### Where the registers sit

The bar under the picture is 50 um long.
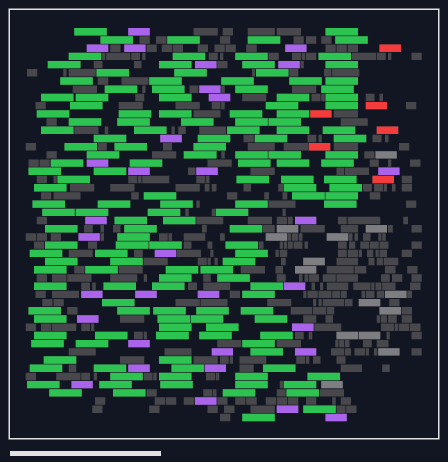
### Routing congestion map

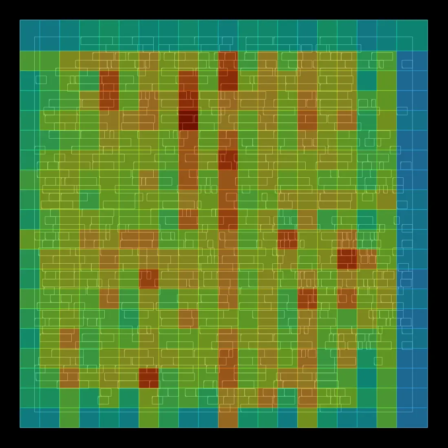
File: config.mk
export PLATFORM = sky130hd
export DESIGN_NAME = noc_credit_link_buffer
export DESIGN_NICKNAME = d
export VERILOG_FILES = /design/src/rtl/noc_credit_link_buffer.sv
export SDC_FILE = /design/constraint.sdc
export NUM_CORES = 1
export LEC_CHECK = 0
export CORE_MARGIN = 5
export CORE_UTILIZATION = 45
export CTS_BUF_LIST = sky130_fd_sc_hd__clkbuf_4 sky130_fd_sc_hd__clkbuf_8 sky130_fd_sc_hd__clkbuf_16
export DETAILED_ROUTE_END_ITERATION = 8
export GPL_TIMING_DRIVEN = 0
export PLACE_DENSITY_LB_ADDON = 0.1
export SLEW_MARGIN = 0
export SYNTH_ARGS = -nofsm -noshare
export SYNTH_HDL_FRONTEND = slang
export SYNTH_SLANG_ARGS = --single-unit
File: constraint.sdc
create_clock -name clk_noc -period 4.9 [get_ports clk_noc]
set_input_delay 0.49 -clock clk_noc [delete_from_list [all_inputs] [get_ports clk_noc]]
set_output_delay 0.49 -clock clk_noc [all_outputs]
set_load 0.01 [all_outputs]
File: src/rtl/noc_credit_link_buffer.sv
// rtl/noc_credit_link_buffer.sv - credit-tracked elastic link stage between neighbouring NoC routers
module noc_credit_link_buffer #(
  parameter int FLIT_WIDTH         = 32,
  parameter int DEST_WIDTH         = 6,
  parameter int BUFFER_DEPTH       = 4,
  parameter int DOWNSTREAM_CREDITS = 4,
  localparam int CNT_W = $clog2(((BUFFER_DEPTH > DOWNSTREAM_CREDITS) ?
                                 BUFFER_DEPTH : DOWNSTREAM_CREDITS) + 1)
) (
  input  logic                  clk_noc,
  input  logic                  rst_n,
  input  logic [FLIT_WIDTH-1:0] data_in,
  input  logic [DEST_WIDTH-1:0] dest_in,
  input  logic                  is_tail_in,
  input  logic                  send_in,
  output logic                  credit_out,
  output logic [FLIT_WIDTH-1:0] data_out,
  output logic [DEST_WIDTH-1:0] dest_out,
  output logic                  is_tail_out,
  output logic                  send_out,
  input  logic                  credit_in,
  output logic [CNT_W-1:0]      occupancy,
  output logic [CNT_W-1:0]      credit_count,
  output logic                  overflow_err,
  output logic                  credit_err
);

  localparam int PTR_W   = $clog2(BUFFER_DEPTH);
  localparam int ENTRY_W = FLIT_WIDTH + DEST_WIDTH + 1;
  localparam logic [CNT_W-1:0] DEPTH_C   = CNT_W'(BUFFER_DEPTH);
  localparam logic [CNT_W-1:0] MAXCRED_C = CNT_W'(DOWNSTREAM_CREDITS);
  localparam logic [CNT_W-1:0] ONE_C     = CNT_W'(1);

  // Flit storage; an entry is {is_tail, dest, data}
  logic [ENTRY_W-1:0] mem_q [BUFFER_DEPTH];
  logic [ENTRY_W-1:0] mem_d [BUFFER_DEPTH];

  logic [PTR_W-1:0]      wr_ptr_q, wr_ptr_d;
  logic [PTR_W-1:0]      rd_ptr_q, rd_ptr_d;
  logic [CNT_W-1:0]      occ_q, occ_d;
  logic [CNT_W-1:0]      cred_q, cred_d;
  logic [FLIT_WIDTH-1:0] data_q, data_d;
  logic [DEST_WIDTH-1:0] dest_q, dest_d;
  logic                  tail_q, tail_d;
  logic                  send_q, send_d;
  logic                  credit_q, credit_d;
  logic                  ovf_q, ovf_d;
  logic                  cerr_q, cerr_d;

  logic                  full;
  logic                  pop;
  logic                  wr_en;
  logic                  ovf_evt;
  logic                  credit_sat;
  logic [ENTRY_W-1:0]    head;
  logic [ENTRY_W-1:0]    wr_entry;

  // Handshake decisions for this edge; pop only looks at registered state so a
  // flit written into an empty buffer waits one cycle before it can leave.
  always_comb begin
    full       = (occ_q == DEPTH_C);
    pop        = (occ_q != '0) && (cred_q != '0);
    wr_en      = send_in && (!full || pop);
    ovf_evt    = send_in && full && !pop;
    credit_sat = credit_in && (cred_q == MAXCRED_C) && !pop;
    head       = mem_q[rd_ptr_q];
    wr_entry   = {is_tail_in, dest_in, data_in};
  end

  // Storage write and pointer advance; when full and popping, wr_ptr equals
  // rd_ptr and the old head is read out before being overwritten.
  always_comb begin
    mem_d    = mem_q;
    wr_ptr_d = wr_ptr_q;
    rd_ptr_d = rd_ptr_q;
    if (wr_en) begin
      mem_d[wr_ptr_q] = wr_entry;
      wr_ptr_d        = wr_ptr_q + PTR_W'(1);
    end
    if (pop) begin
      rd_ptr_d = rd_ptr_q + PTR_W'(1);
    end
  end

  // Occupancy and downstream credit bookkeeping
  always_comb begin
    occ_d  = occ_q;
    cred_d = cred_q;
    case ({wr_en, pop})
      2'b10:   occ_d = occ_q + ONE_C;
      2'b01:   occ_d = occ_q - ONE_C;
      default: occ_d = occ_q;
    endcase
    // A surplus credit at the ceiling is dropped rather than wrapping the count.
    case ({credit_in && !credit_sat, pop})
      2'b10:   cred_d = cred_q + ONE_C;
      2'b01:   cred_d = cred_q - ONE_C;
      default: cred_d = cred_q;
    endcase
  end

  // Registered output stage: a pop launches the head flit and returns one credit upstream
  always_comb begin
    data_d   = data_q;
    dest_d   = dest_q;
    tail_d   = tail_q;
    send_d   = 1'b0;
    credit_d = 1'b0;
    if (pop) begin
      data_d   = head[FLIT_WIDTH-1:0];
      dest_d   = head[FLIT_WIDTH +: DEST_WIDTH];
      tail_d   = head[ENTRY_W-1];
      send_d   = 1'b1;
      credit_d = 1'b1;
    end
  end

  // Sticky protocol-violation flags
  always_comb begin
    ovf_d  = ovf_q  | ovf_evt;
    cerr_d = cerr_q | credit_sat;
  end

  // Control state register; reset drops buffered flits without returning credits
  always_ff @(posedge clk_noc) begin
    if (!rst_n) begin
      wr_ptr_q <= '0;
      rd_ptr_q <= '0;
      occ_q    <= '0;
      cred_q   <= MAXCRED_C;
      data_q   <= '0;
      dest_q   <= '0;
      tail_q   <= 1'b0;
      send_q   <= 1'b0;
      credit_q <= 1'b0;
      ovf_q    <= 1'b0;
      cerr_q   <= 1'b0;
    end else begin
      wr_ptr_q <= wr_ptr_d;
      rd_ptr_q <= rd_ptr_d;
      occ_q    <= occ_d;
      cred_q   <= cred_d;
      data_q   <= data_d;
      dest_q   <= dest_d;
      tail_q   <= tail_d;
      send_q   <= send_d;
      credit_q <= credit_d;
      ovf_q    <= ovf_d;
      cerr_q   <= cerr_d;
    end
  end

  // Storage array register; contents are don't-care while occupancy says empty
  always_ff @(posedge clk_noc) begin
    mem_q <= mem_d;
  end

  assign data_out     = data_q;
  assign dest_out     = dest_q;
  assign is_tail_out  = tail_q;
  assign send_out     = send_q;
  assign credit_out   = credit_q;
  assign occupancy    = occ_q;
  assign credit_count = cred_q;
  assign overflow_err = ovf_q;
  assign credit_err   = cerr_q;

endmodule

==> Slide: Implementation Results <==
Run Summary

Outcome
  • Status: complete, no violations

Synth
  • Synth area leaders: edfxtp_1 (60%), dfxtp_1 (13%), mux4_2 (11%)
  • Seq share, synth: 73.17%
  • Cell type with the largest total area: edfxtp_1
  • Asr flop ratio synth: 0%
  • Ao+oa area frac: 6.284%
  • Cells after Synth: 428
  • Synth mux share: 11.61%
  • Post-synth cell types: 42
  • Commonest cells post-synth: edfxtp_1 (156), dfxtp_1 (52), nand2_1 (44)

Timing
  • Worst setup margin: 2.278 ns
  • Final setup vio count: 0
  • Fin Clk Skew: 0.01500 ns
  • Worst-Margin Slew: 0.7019 ns

Clocking
  • Root Buffer Master: clkbuf_16
  • Clk ins delay skew pair: 0.49 ns
  • CTS tree: done
  • Setup bufs post-CTS: 0
  • Hold-fix buffers at CTS: 0

Cells and area
  • Area delta synth->final: 24.86%
  • Post-layout instance area: 0.009771 mm2
  • Combinational share of cell area: 19.50%
  • Fraction of layout cells with a size suffix above 1: 19.11%
  • Most frequent cells in the layout: edfxtp_1 (156), clkdlybuf4s50_1 (90), dfxtp_1 (52), nand2_1 (44)
  • Inverters: 9
  • ClkCell Share: 6.915%
  • Comb area: 0.001906 mm2

Critical path
  • Worst-path cell chain: buf_6 -> nor3_4 -> nor2_1 -> buf_2 -> ha_1 -> fa_1 -> xnor2_1 -> or3_1 -> a21oi_1
  • Number of cells on the worst reg-to-reg path: 9
  • Critical path depth in cells: 9
  • Startpoint types: register

Floorplanning
  • Die width: 141.9 um
  • Tap cells: 225
  • Placeable Area: 0.01718 mm2
  • Rows: 48
  • Die footprint: 0.02013 mm2
  • Die Ht: 141.9 um

Global routing
  • Initial antenna violation count: 1
  • Largest net degree at the start of global routing: 31
  • Grt ovf: 0
  • Global-route wire length before repair: 24650 um

Routing
  • Total wire length: 15610 um
  • Iteration-0 DRC count of the detailed router: 217
  • Top routing layer in use: met4
  • Residual DRC: 0
  • Metal3 WL: 619 um

Power
  • Int Power: 3914 uW
  • Combinational Power Share: 29.0%
  • Clock power frac: 28.4%

Run
  • Total tool warning count: 29

Hold path
  • Cells on Worst Hold Path: 3

Place
  • I/O Buffers: 90
  • DP HPWL: 9959 um
-- 'Where the registers sit' (at the start) --
| name in the netlist | color | sequential cells |
|---|---|---|
| mem_q | green | 156 |
| data_out | purple | 32 |
| dest_out | red | 6 |
not colored: 14
Flop+latch power: 2320 uW
Flop area: 0.005725 mm2
Seq area share: 58.60%
final core occ: 56.88%

-- 'Routing congestion map' (at the start) --
M1 GR Usage: 20.10%
routed len/inst: 19.86 um

No activity file was given, so power comes from the tool's default toggle rates.
